Fig. 1: run 1, clock wires, drivers and flops
Scale bar: 20 um.
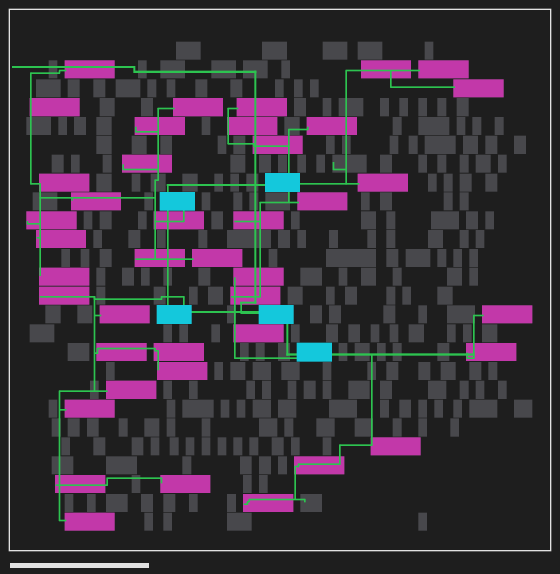
Fig. 2: run 1, metal 3
Scale bar: 20 um. Cells faint in the background.
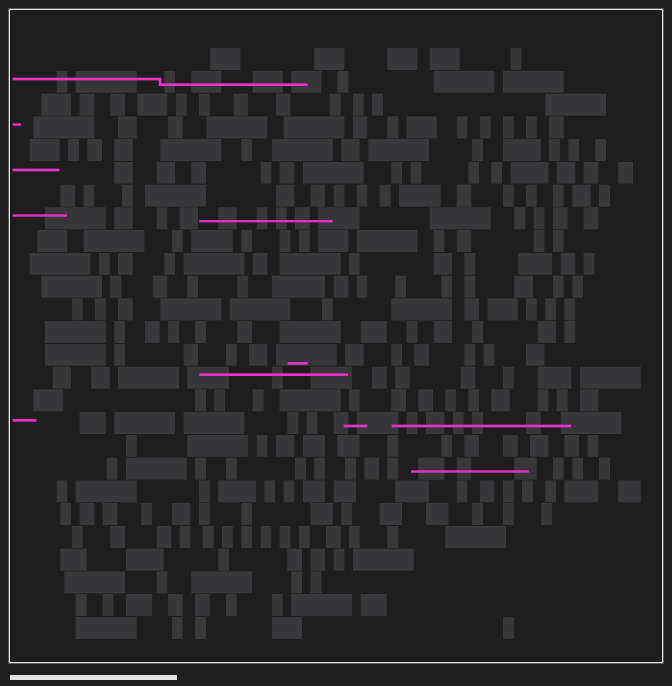
Fig. 3: run 1, congestion heat map
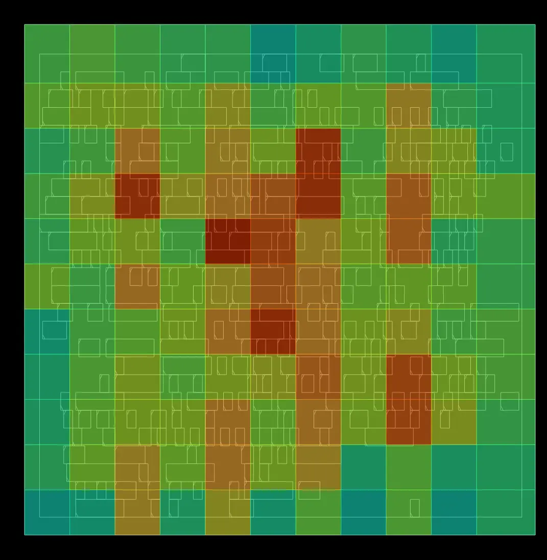
Fig. 4: run 1, metal 2
Cells faint in the background.
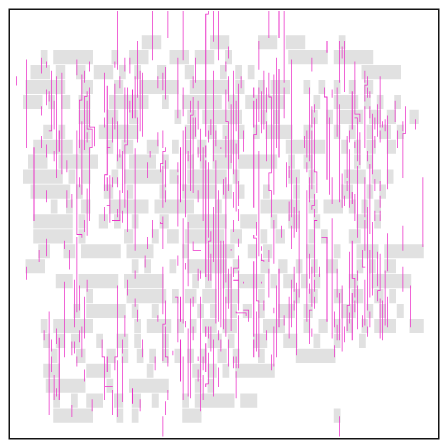
==> config.mk <==
export PLATFORM = sky130hd
export DESIGN_NAME = uart_rx_cfg
export DESIGN_NICKNAME = d
export VERILOG_FILES = /design/src/rtl/uart_pkg.sv /design/src/rtl/uart_rx_sampler.sv /design/src/rtl/uart_rx_cfg.sv
export SDC_FILE = /design/constraint.sdc
export NUM_CORES = 1
export LEC_CHECK = 0
export ABC_AREA = 1
export CAP_MARGIN = 5
export CELL_PAD_IN_SITES_DETAIL_PLACEMENT = 1
export CELL_PAD_IN_SITES_GLOBAL_PLACEMENT = 1
export CORE_MARGIN = 2
export CORE_UTILIZATION = 37
export DETAILED_ROUTE_END_ITERATION = 8
export PLACE_DENSITY = 0.74
export SYNTH_ARGS = -nofsm -noshare
export SYNTH_HDL_FRONTEND = slang
export SYNTH_HIERARCHICAL = 1
export SYNTH_SLANG_ARGS = --single-unit
==> constraint.sdc <==
create_clock -name i_clk -period 2.2 [get_ports i_clk]
set_input_delay 0.44 -clock i_clk [delete_from_list [all_inputs] [get_ports i_clk]]
set_output_delay 0.44 -clock i_clk [all_outputs]
set_load 0.01 [all_outputs]
==> run summary <==
Slowest CP cell: dfxtp_1
Synth Instances: 289
IO Pins: 17
CTS Buf Count: 5
Ys cells: 289
Seq pwr: 0.000791 W
P_comb: 0.000478 W
CTS tree: done
Dominant register cell: dfxtp_1
Worst min path class: reg -> reg
Run status: finished, final reports clean
CP max FO: 8
Leak: 0.960 nW
Final #Nets: 318
Vias in the first global route: 1,901
Int Power: 0.00118 W
Simple-Gate Area Share: 38.8%
Cts repair resizes: 0
Critical-path cell list: inv_2 > nand2_2 > nor2_4 > inv_1 > nor2_1 > nand3b_1 > a21boi_0 > buf_4 > nand2_1 > inv_1 > nand2_1 > o41ai_1 > nor2_1 > nand2_2 > nor2_1
Row cnt: 26
# setup viols final: 0
Crit path DAT: 2200 ps
Area delta synth->final: 17.2%
Number of logged tool warnings: 28
FF-to-FF path depth: 15
DR WL/cell: 13.7 um
Sw frac: 34.0%
Number of max-cap violations: 0
IO Port Bufs: 15
Slowest Stage Delay on Critical Path: 320 ps
Number of enable flip-flop cells: 0
Dominant logic cell type in the layout: nand2_1
Most frequent cells in the layout: nand2_1 (70), nor2_1 (48), dfxtp_1 (41), inv_1 (23), a21oi_1 (20)
Peak supply drop: 0.384 mV
CTS root buf: clkbuf_8
DRT Pass-1 Iters: 4
Routed vias/inst: 4.98
Post-Syn Area: 0.00202 mm^2
Post-detail-place hpwl: 3.74 mm
Yosys Chip Area: 0.00202 mm^2
Initial antenna violation count: 0
Adder Area Share: 2.47%
Post-Syn Area per Cell: 7.00 um^2
Filler cell count: 683
XOR Share, Synth: 1.30%
NetSw: 0.000608 W
Antenna Violating Nets Remaining: 0
CP Buf/Inv Count: 4
CP required: 2380 ps
Number of sinks on the clock net: 41
Cts hold-fix bufs: 0
Syn Nets: 297
Comb power frac: 26.7%
Cell Type Count: 33
Logic family by area: simple AND/OR/NAND/NOR gates
Slew at the pin closest to its max-slew limit: 517 ps
DRC viols: 0
Max Slew Vio Count: 0
Core area: 0.00520 mm^2
Worst reg2reg setup slack: 180 ps
Hold Path Depth: 1
Largest net degree at the start of global routing: 22
Tot Pwr: 0.00179 W
Ant. Diodes: 0
RSZ-0062 raised after global routing: no
Synth warn: 6
Sequential power share: 44.2%
Kind of cell adding the most delay to the critical path: simple AND/OR/NAND/NOR gates
Die area: 0.00608 mm^2
Die width: 77.9 um
Crit path kind: reg -> reg
Startpoint types: flip-flop
Yosys aoi share: 9.77%
Cell Pwr Density: 755 mW/mm^2
Setup TNS: 0 ps
Clock Path Buffers: 2
Slew headroom: 65.5%
Clk slew on worst S/H paths: 80 ps
Crit path capture type: flip-flop
Iteration-0 DRC Markers: 48
Tmin final: 2020 ps
Stages on worst setup path: 15
Post-synth ARST share: 0%
Final hold vios: 0
Multiplexer area fraction after synthesis: 0%
# H-tree levels: 2
Total setup buffers inserted after CTS: 0
FP Core Util: 38.9%
Tcrit/Tclk final: 91.8%
Post-synth seq share: 40.6%
GR Overflow Total: 0
Main power group: registers
#FFs+latches synth: 41
First-pass GRT wire length: 9.06 mm
Share of layout cells above drive strength 1: 12.2%
Top cell by count, worst path: nor2_1
Fmax: 0.495 GHz
GP Congestion: 0.820
Die height: 77.9 um
Notes on Fig. 1 above:
legend:
  flip-flops:
    color: magenta
    count: 41
  cells driving clock nets:
    color: cyan
    count: 5
  clock wires:
    color: green
    length: 547 um
routed clock nets: 6
flops lie: all over the die
latest clock arrival within the worst-skew pair: 290 ps
skew final: 5.30 ps
clk pwr: 0.000521 W
clock power share: 29.1%

Notes on Fig. 2 above:
share of all routed wire: 2.4%
longest straight run: 21.2 um
main direction: horizontal
GR Util met3: 3.49%
Total Wirelength: 5.21 mm

Notes on Fig. 3 above:
M1 GR Usage: 23.9%
most used routing layer: met2
global routing usage on met2: 31.8%
overall routing resource usage: 18.7%

Notes on Fig. 4 above:
share of all routed wire: 49%
main direction: vertical
nets with wire on the layer: 264
vias after detailed routing: 1,899

## run 1: cell type report
cell class              instances  area [um^2]  share of cell area [%]
clock buffers                   6         82.6                    3.48
clock inverters                 2         13.8                   0.580
inverters                      27          104                    4.38
multi-input cells             214         1070                    45.0
flip-flops and latches         41          821                    34.6
well taps                      70         87.6                    3.69
repair buffers                 21          195                    8.23
## run 1: stage by stage
| stage | hold slack [ps] | instances | util (%) | setup slack [ps] | instance area [um^2] |
|---|---|---|---|---|---|
| after CTS | 417 | 381 | 45.5 | 157 | 2370 |
| after global placement | 392 | 373 | 43.6 | 310 | 2270 |
| final | 414 | 381 | 45.6 | 180 | 2370 |
| after floorplan | 389 | 289 | - | 29.8 | 2020 |
| after detailed placement | 398 | 373 | 43.6 | 214 | 2270 |
| after global routing | 448 | 381 | 45.6 | 6.73 | 2370 |
## run 1: synthesized netlist by cell type, types with 2 or more instances
cell type / count / area [um^2]
a21oi_1: 20 / 100
buf_2: 2 / 10.0
buf_4: 2 / 15.0
clkbuf_1: 3 / 11.3
dfxtp_1: 41 / 821
ha_1: 4 / 50.1
inv_1: 23 / 86.3
inv_2: 3 / 11.3
nand2_1: 70 / 263
nand2_2: 4 / 25.0
nand2_4: 2 / 22.5
nand3_1: 15 / 75.1
nand4_1: 11 / 68.8
nor2_1: 48 / 180
nor2_2: 7 / 43.8
nor3_1: 3 / 15.0
o21ai_0: 13 / 65.1
or2_2: 2 / 12.5
xor2_1: 2 / 17.5
## run 1: per-layer routing
layer | track usage, % | vias up | share of wire [%]
met1 | 23.9 | 909 | 48
met4 | 5.44 | 0 | 0.75
met3 | 3.49 | 4 | 2.4
met2 | 31.8 | 15 | 49
li1 | - | 971 | -
met5 | 0 | - | 0
Power is estimated from default activity; no workload was simulated.
